## src/rtl/cc_level_pkg.sv

```systemverilog
// Shared definitions for the level sequencer slice.
//   state_t            : game-flow FSM states
//   LEVEL_W, LIVES_W   : widths of the level index and the lives counter
//   DEF_*              : default values for the sequencer parameters
package cc_level_pkg;

  localparam int unsigned LEVEL_W = 4;
  localparam int unsigned LIVES_W = 2;

  localparam int unsigned DEF_NUM_LEVELS = 4;
  localparam int unsigned DEF_LIVES_INIT = 3;
  localparam int unsigned DEF_HOLD_TICKS = 8;

  typedef enum logic [2:0] {
    ST_IDLE     = 3'd0,
    ST_LOAD     = 3'd1,
    ST_PLAY     = 3'd2,
    ST_WIN_HOLD = 3'd3,
    ST_DIE_HOLD = 3'd4,
    ST_GAMEOVER = 3'd5,
    ST_VICTORY  = 3'd6
  } state_t;

endpackage

```

## src/rtl/cc_hold_counter.sv

```systemverilog
// Tick-qualified hold counter with synchronous clear.
//   clk, rst_n : clock, asynchronous active-low reset
//   clr        : synchronous clear; ticks are ignored while asserted
//   tick       : game-tick strobe; each one advances the count
//   done       : high in the cycle whose tick brings the count to HOLD_TICKS,
//                so the caller can act on the same edge that completes the count
// The count saturates at HOLD_TICKS and never wraps.
module cc_hold_counter #(
  parameter int unsigned HOLD_TICKS = 8
) (
  input  logic clk,
  input  logic rst_n,
  input  logic clr,
  input  logic tick,
  output logic done
);

  localparam int unsigned CNT_W = $clog2(HOLD_TICKS + 1);
  localparam logic [CNT_W-1:0] CNT_MAX  = CNT_W'(HOLD_TICKS);
  localparam logic [CNT_W-1:0] CNT_LAST = CNT_W'(HOLD_TICKS - 1);

  logic [CNT_W-1:0] count;

  always_ff @(posedge clk or negedge rst_n) begin
    if (!rst_n) begin
      count <= '0;
    end else if (clr) begin
      count <= '0;
    end else if (tick && (count != CNT_MAX)) begin
      count <= count + CNT_W'(1);
    end
  end

  assign done = !clr && tick && (count == CNT_LAST);

endmodule

```

## src/rtl/cc_level_sequencer.sv

```systemverilog
// Game-flow controller sequencing the level-pattern comparator.
//   CC_LEVELSEQUENCER_CLOCK_50         : clock
//   CC_LEVELSEQUENCER_RESET_InLow      : asynchronous active-low reset
//   CC_LEVELSEQUENCER_START_In         : start request pulse
//   CC_LEVELSEQUENCER_TICK_In          : game-tick strobe
//   CC_LEVELSEQUENCER_GOAL_In          : frog reached the top row
//   CC_LEVELSEQUENCER_COLLISION_In     : frog overlaps an obstacle
//   CC_LEVELSEQUENCER_LEVELCOUNTER_Out : level index to the comparator
//   CC_LEVELSEQUENCER_LOAD_Out         : one-cycle screen reload pulse
//   CC_LEVELSEQUENCER_RUN_Out          : scrolling / frog movement enable
//   CC_LEVELSEQUENCER_LIVES_Out        : remaining lives
//   CC_LEVELSEQUENCER_GAMEOVER_Out     : high in GAMEOVER
//   CC_LEVELSEQUENCER_VICTORY_Out      : high in VICTORY
// All outputs are registered from the next-state decode.
module cc_level_sequencer
  import cc_level_pkg::*;
#(
  parameter int unsigned NUM_LEVELS = DEF_NUM_LEVELS,
  parameter int unsigned LIVES_INIT = DEF_LIVES_INIT,
  parameter int unsigned HOLD_TICKS = DEF_HOLD_TICKS
) (
  input  logic               CC_LEVELSEQUENCER_CLOCK_50,
  input  logic               CC_LEVELSEQUENCER_RESET_InLow,
  input  logic               CC_LEVELSEQUENCER_START_In,
  input  logic               CC_LEVELSEQUENCER_TICK_In,
  input  logic               CC_LEVELSEQUENCER_GOAL_In,
  input  logic               CC_LEVELSEQUENCER_COLLISION_In,
  output logic [LEVEL_W-1:0] CC_LEVELSEQUENCER_LEVELCOUNTER_Out,
  output logic               CC_LEVELSEQUENCER_LOAD_Out,
  output logic               CC_LEVELSEQUENCER_RUN_Out,
  output logic [LIVES_W-1:0] CC_LEVELSEQUENCER_LIVES_Out,
  output logic               CC_LEVELSEQUENCER_GAMEOVER_Out,
  output logic               CC_LEVELSEQUENCER_VICTORY_Out
);

  localparam logic [LEVEL_W-1:0] LAST_LEVEL = LEVEL_W'(NUM_LEVELS - 1);
  localparam logic [LIVES_W-1:0] LIVES_START = LIVES_W'(LIVES_INIT);

  logic clk;
  logic rst_n;
  assign clk   = CC_LEVELSEQUENCER_CLOCK_50;
  assign rst_n = CC_LEVELSEQUENCER_RESET_InLow;

  state_t             state, state_n;
  logic [LEVEL_W-1:0] level, level_n;
  logic [LIVES_W-1:0] lives, lives_n;
  logic               load_q, run_q, gameover_q, victory_q;
  logic               in_hold, in_hold_d, hold_clr, hold_done;

  // The counter is held clear outside the hold states and during the first
  // hold cycle, so a tick coinciding with hold entry is not counted.
  assign in_hold  = (state == ST_WIN_HOLD) || (state == ST_DIE_HOLD);
  assign hold_clr = !(in_hold && in_hold_d);

  cc_hold_counter #(
    .HOLD_TICKS(HOLD_TICKS)
  ) u_hold (
    .clk  (clk),
    .rst_n(rst_n),
    .clr  (hold_clr),
    .tick (CC_LEVELSEQUENCER_TICK_In),
    .done (hold_done)
  );

  always_comb begin
    state_n = state;
    level_n = level;
    lives_n = lives;
    case (state)
      ST_IDLE, ST_GAMEOVER, ST_VICTORY: begin
        if (CC_LEVELSEQUENCER_START_In) begin
          state_n = ST_LOAD;
          level_n = '0;
          lives_n = LIVES_START;
        end
      end
      ST_LOAD: begin
        state_n = ST_PLAY;
      end
      ST_PLAY: begin
        if (CC_LEVELSEQUENCER_COLLISION_In) begin
          if (lives <= LIVES_W'(1)) begin
            lives_n = '0;
            state_n = ST_GAMEOVER;
          end else begin
            lives_n = lives - LIVES_W'(1);
            state_n = ST_DIE_HOLD;
          end
        end else if (CC_LEVELSEQUENCER_GOAL_In) begin
          state_n = (level == LAST_LEVEL) ? ST_VICTORY : ST_WIN_HOLD;
        end
      end
      ST_WIN_HOLD: begin
        if (hold_done) begin
          state_n = ST_LOAD;
          level_n = level + LEVEL_W'(1);
        end
      end
      ST_DIE_HOLD: begin
        if (hold_done) begin
          state_n = ST_LOAD;
        end
      end
      default: begin
        state_n = ST_IDLE;
      end
    endcase
  end

  always_ff @(posedge clk or negedge rst_n) begin
    if (!rst_n) begin
      state      <= ST_IDLE;
      level      <= '0;
      lives      <= '0;
      load_q     <= 1'b0;
      run_q      <= 1'b0;
      gameover_q <= 1'b0;
      victory_q  <= 1'b0;
      in_hold_d  <= 1'b0;
    end else begin
      state      <= state_n;
      level      <= level_n;
      lives      <= lives_n;
      load_q     <= (state_n == ST_LOAD);
      run_q      <= (state_n == ST_PLAY);
      gameover_q <= (state_n == ST_GAMEOVER);
      victory_q  <= (state_n == ST_VICTORY);
      in_hold_d  <= in_hold;
    end
  end

  assign CC_LEVELSEQUENCER_LEVELCOUNTER_Out = level;
  assign CC_LEVELSEQUENCER_LOAD_Out         = load_q;
  assign CC_LEVELSEQUENCER_RUN_Out          = run_q;
  assign CC_LEVELSEQUENCER_LIVES_Out        = lives;
  assign CC_LEVELSEQUENCER_GAMEOVER_Out     = gameover_q;
  assign CC_LEVELSEQUENCER_VICTORY_Out      = victory_q;

endmodule

```

## config.mk

```make
export PLATFORM = sky130hd
export DESIGN_NAME = cc_level_sequencer
export DESIGN_NICKNAME = d
export VERILOG_FILES = /design/src/rtl/cc_level_pkg.sv /design/src/rtl/cc_hold_counter.sv /design/src/rtl/cc_level_sequencer.sv
export SDC_FILE = /design/constraint.sdc
export NUM_CORES = 1
export LEC_CHECK = 0
export CAP_MARGIN = 20
export CORE_MARGIN = 5
export CORE_UTILIZATION = 30
export DETAILED_ROUTE_END_ITERATION = 12
export PLACE_DENSITY = 0.54
export SLEW_MARGIN = 10
export SYNTH_ARGS = -nofsm -noshare
export SYNTH_HDL_FRONTEND = slang
export SYNTH_HIERARCHICAL = 1
export SYNTH_SLANG_ARGS = --single-unit
export TNS_END_PERCENT = 5
```

## constraint.sdc

```tcl
create_clock -name CC_LEVELSEQUENCER_CLOCK_50 -period 2.3 [get_ports CC_LEVELSEQUENCER_CLOCK_50]
set_clock_uncertainty 0.05 [all_clocks]
set_input_delay 0.23 -clock CC_LEVELSEQUENCER_CLOCK_50 [delete_from_list [all_inputs] [get_ports CC_LEVELSEQUENCER_CLOCK_50]]
set_output_delay 0.23 -clock CC_LEVELSEQUENCER_CLOCK_50 [all_outputs]
set_load 0.02 [all_outputs]
```

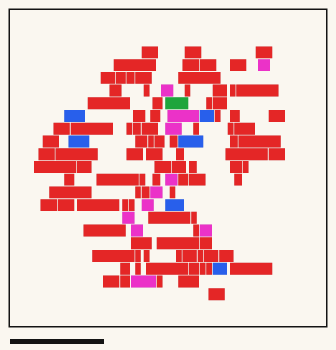
Fig. 1. Drive-strength map.
The bar under the picture is 20 um long.
blue -> x2  # cells 6
red -> x1 and smaller  # cells 99
magenta -> x3 and x4  # cells 11
green -> x6 and larger  # cells 1

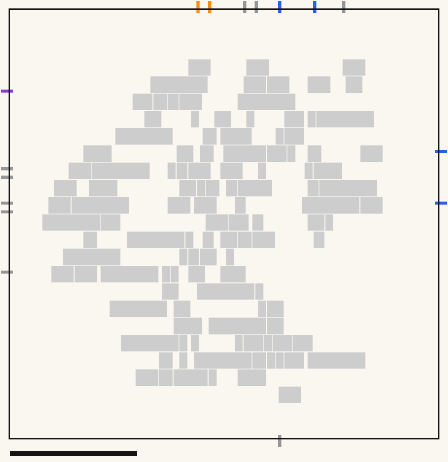
Fig. 2. Pin placement.
The bar under the picture is 20 um long. Pins as bars across the die edge, other pins in grey.
purple -> CC_LEVELSEQUENCER_CLOCK_50  # pins 1, direction input, edge left
blue -> CC_LEVELSEQUENCER_LEVELCOUNTER_Out  # pins 4, direction output, edge 2 right, 2 top
orange -> CC_LEVELSEQUENCER_LIVES_Out  # pins 2, direction output, edge top
all pins by edge = 7 top, 6 left, 2 right, 1 bottom

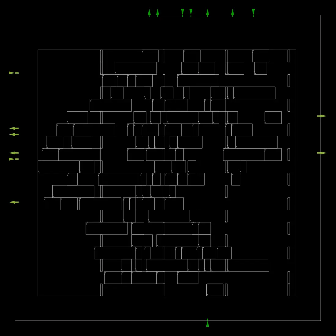
Fig. 3. Placed standard cells.
n_taps: 44
number of flip-flops and latches: 18
share of the final layout cell area in sequential cells: 0.361
number of rows created at floorplan: 20

==> run notes <==
Results of an implementation run.

The run finished with clean final reports. The area fraction in compound gates is 0.130. The number of cells on the worst reg-to-reg path is 9.

The worst register-to-register path ends at CC_LEVELSEQUENCER_GAMEOVER_Out. The first global-routing pass estimated between 3000 and 4000 um of wire. The final cell utilization of the core is 0.402.

The detailed placer's ending HPWL is between 1000 and 1500 um. The cell type group with the largest total delay on the critical path is simple AND/OR/NAND/NOR gates. Per the post-route antenna check, the number of violating nets is 0. According to the timing report, the arrival time at the worst endpoint equals about 2.2 ns. The final period demand of the worst path is 2.04 ns. Per STA, the worst path is made up of nor2_1, nand2_1, o21ai_0, nand2_1, nor2_1, mux2i_1, a32o_1, a21o_1, and3b_1. The total instance count after detailed placement is between 150 and 200. On the reported timing paths, the clock transition at the registers reads 0.10 ns. The fraction of power consumed by the clock network is 0.168. The critical path class is reg -> reg. STA on the placed design reports a worst setup slack of ~0.22 ns.

Per the synth log, the flip-flop and latch total comes to 18. The number of setup buffers added after CTS is 0. The xor/xnor cell area share of the yosys netlist is 0.0264. After global routing the overflow that remains totals 0.

The synthesis run shows the most used standard cells to be dfrtp_1, nand2_1, nor2_1. The clock sink total is 18. In this run the maximum-capacitance check reported violations numbering 0.

Per the synthesis report, the adder-cell share of the synthesized area is 0.0378. The average routed wire per standard cell is approximately 12 um. Once iteration 0 of detailed routing completed, the report listed 11 DRC markers. Among logic cells in the layout, the one with the most instances is dfrtp_1.

The share of synthesized area in the top cell type comes to 0.453. The transition time at the pin with the least slew margin is around 0.29 ns. Counting the fill cells in the layout gives 326. Of the available clock period, the critical path in the final layout requires 0.888.

The initial antenna violation count is 0. Ranking logic cells in the layout by count gives the top entries dfrtp_1, clkdlybuf4s50_1, nand2_1. The primary flip-flop cell chosen by synthesis mapping is dfrtp_1. The switching share of power is 0.366. The die height is roughly 68 um. The synthesized netlist contains 37 unique library cells. The aggregate routed wire length is between 1500 and 2000 um. The number of global-route vias before repair was ~740. The buffers plus inverters on the worst setup path is 0. The slowest cell on the critical path is dfrtp_1. The area taken by multi-input logic gates is about 500 um2. The STA report counts the stages on the worst setup path as 9. In this run the cell area of the synthesized design comes to slightly below 1000 um2.

Looking at the area split, the leading class of cells is logic gates. The fraction of final layout cells with drive strength greater than 1 is 0.154. At the floorplan stage, the core utilization is reported as 0.320. Port buffering added 15 buffers. The post-synth tally of flip-flops with integrated enable is 0.
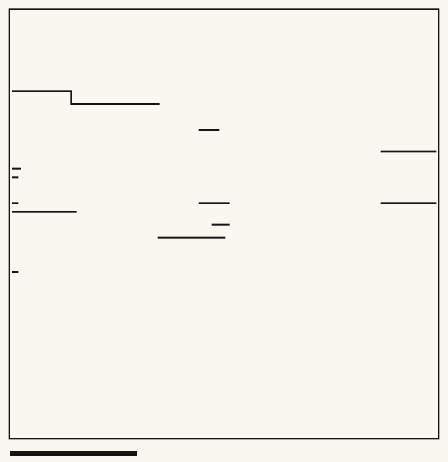
Fig. 4. Metal 3.
The bar under the picture is 20 um long.
wire length on this layer = 75.6 um
longest straight run = 13.8 um

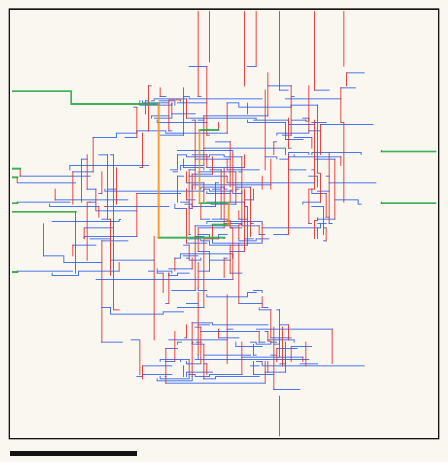
Fig. 5. Signal wires by layer.
The bar under the picture is 20 um long.
green -> M3  # wire length 75.6 um
blue -> M1  # wire length 1020 um
orange -> M4  # wire length 36.0 um
red -> M2  # wire length 823 um

==> metal layers <==
metal	share of wire	track usage
met3	0.038	0.0266
met5	0	0
met2	0.42	0.147
met4	0.018	0.0608
met1	0.52	0.138
==> power by group through the flow <==
stage,Combinational (mW),Sequential (mW),Clock (mW)
floorplan,0.352,0.474,0
global placement,0.560,0.430,0
detailed placement,0.567,0.430,0
CTS,0.568,0.426,0.209
global route,0.615,0.436,0.224
finish,0.565,0.425,0.200
==> logic make-up (layout without fill, tap and decap cells) <==
kind of cell    Yosys count  count (layout)
simple gates             43              43
flops                    18              18
compound gates           17              17
buf+inv                   8              29
mux                       4               4
fa+ha+maj                 3               3
xor+xnor                  3               3
Power figures rest on the tool's default switching activity, not on a simulated workload.
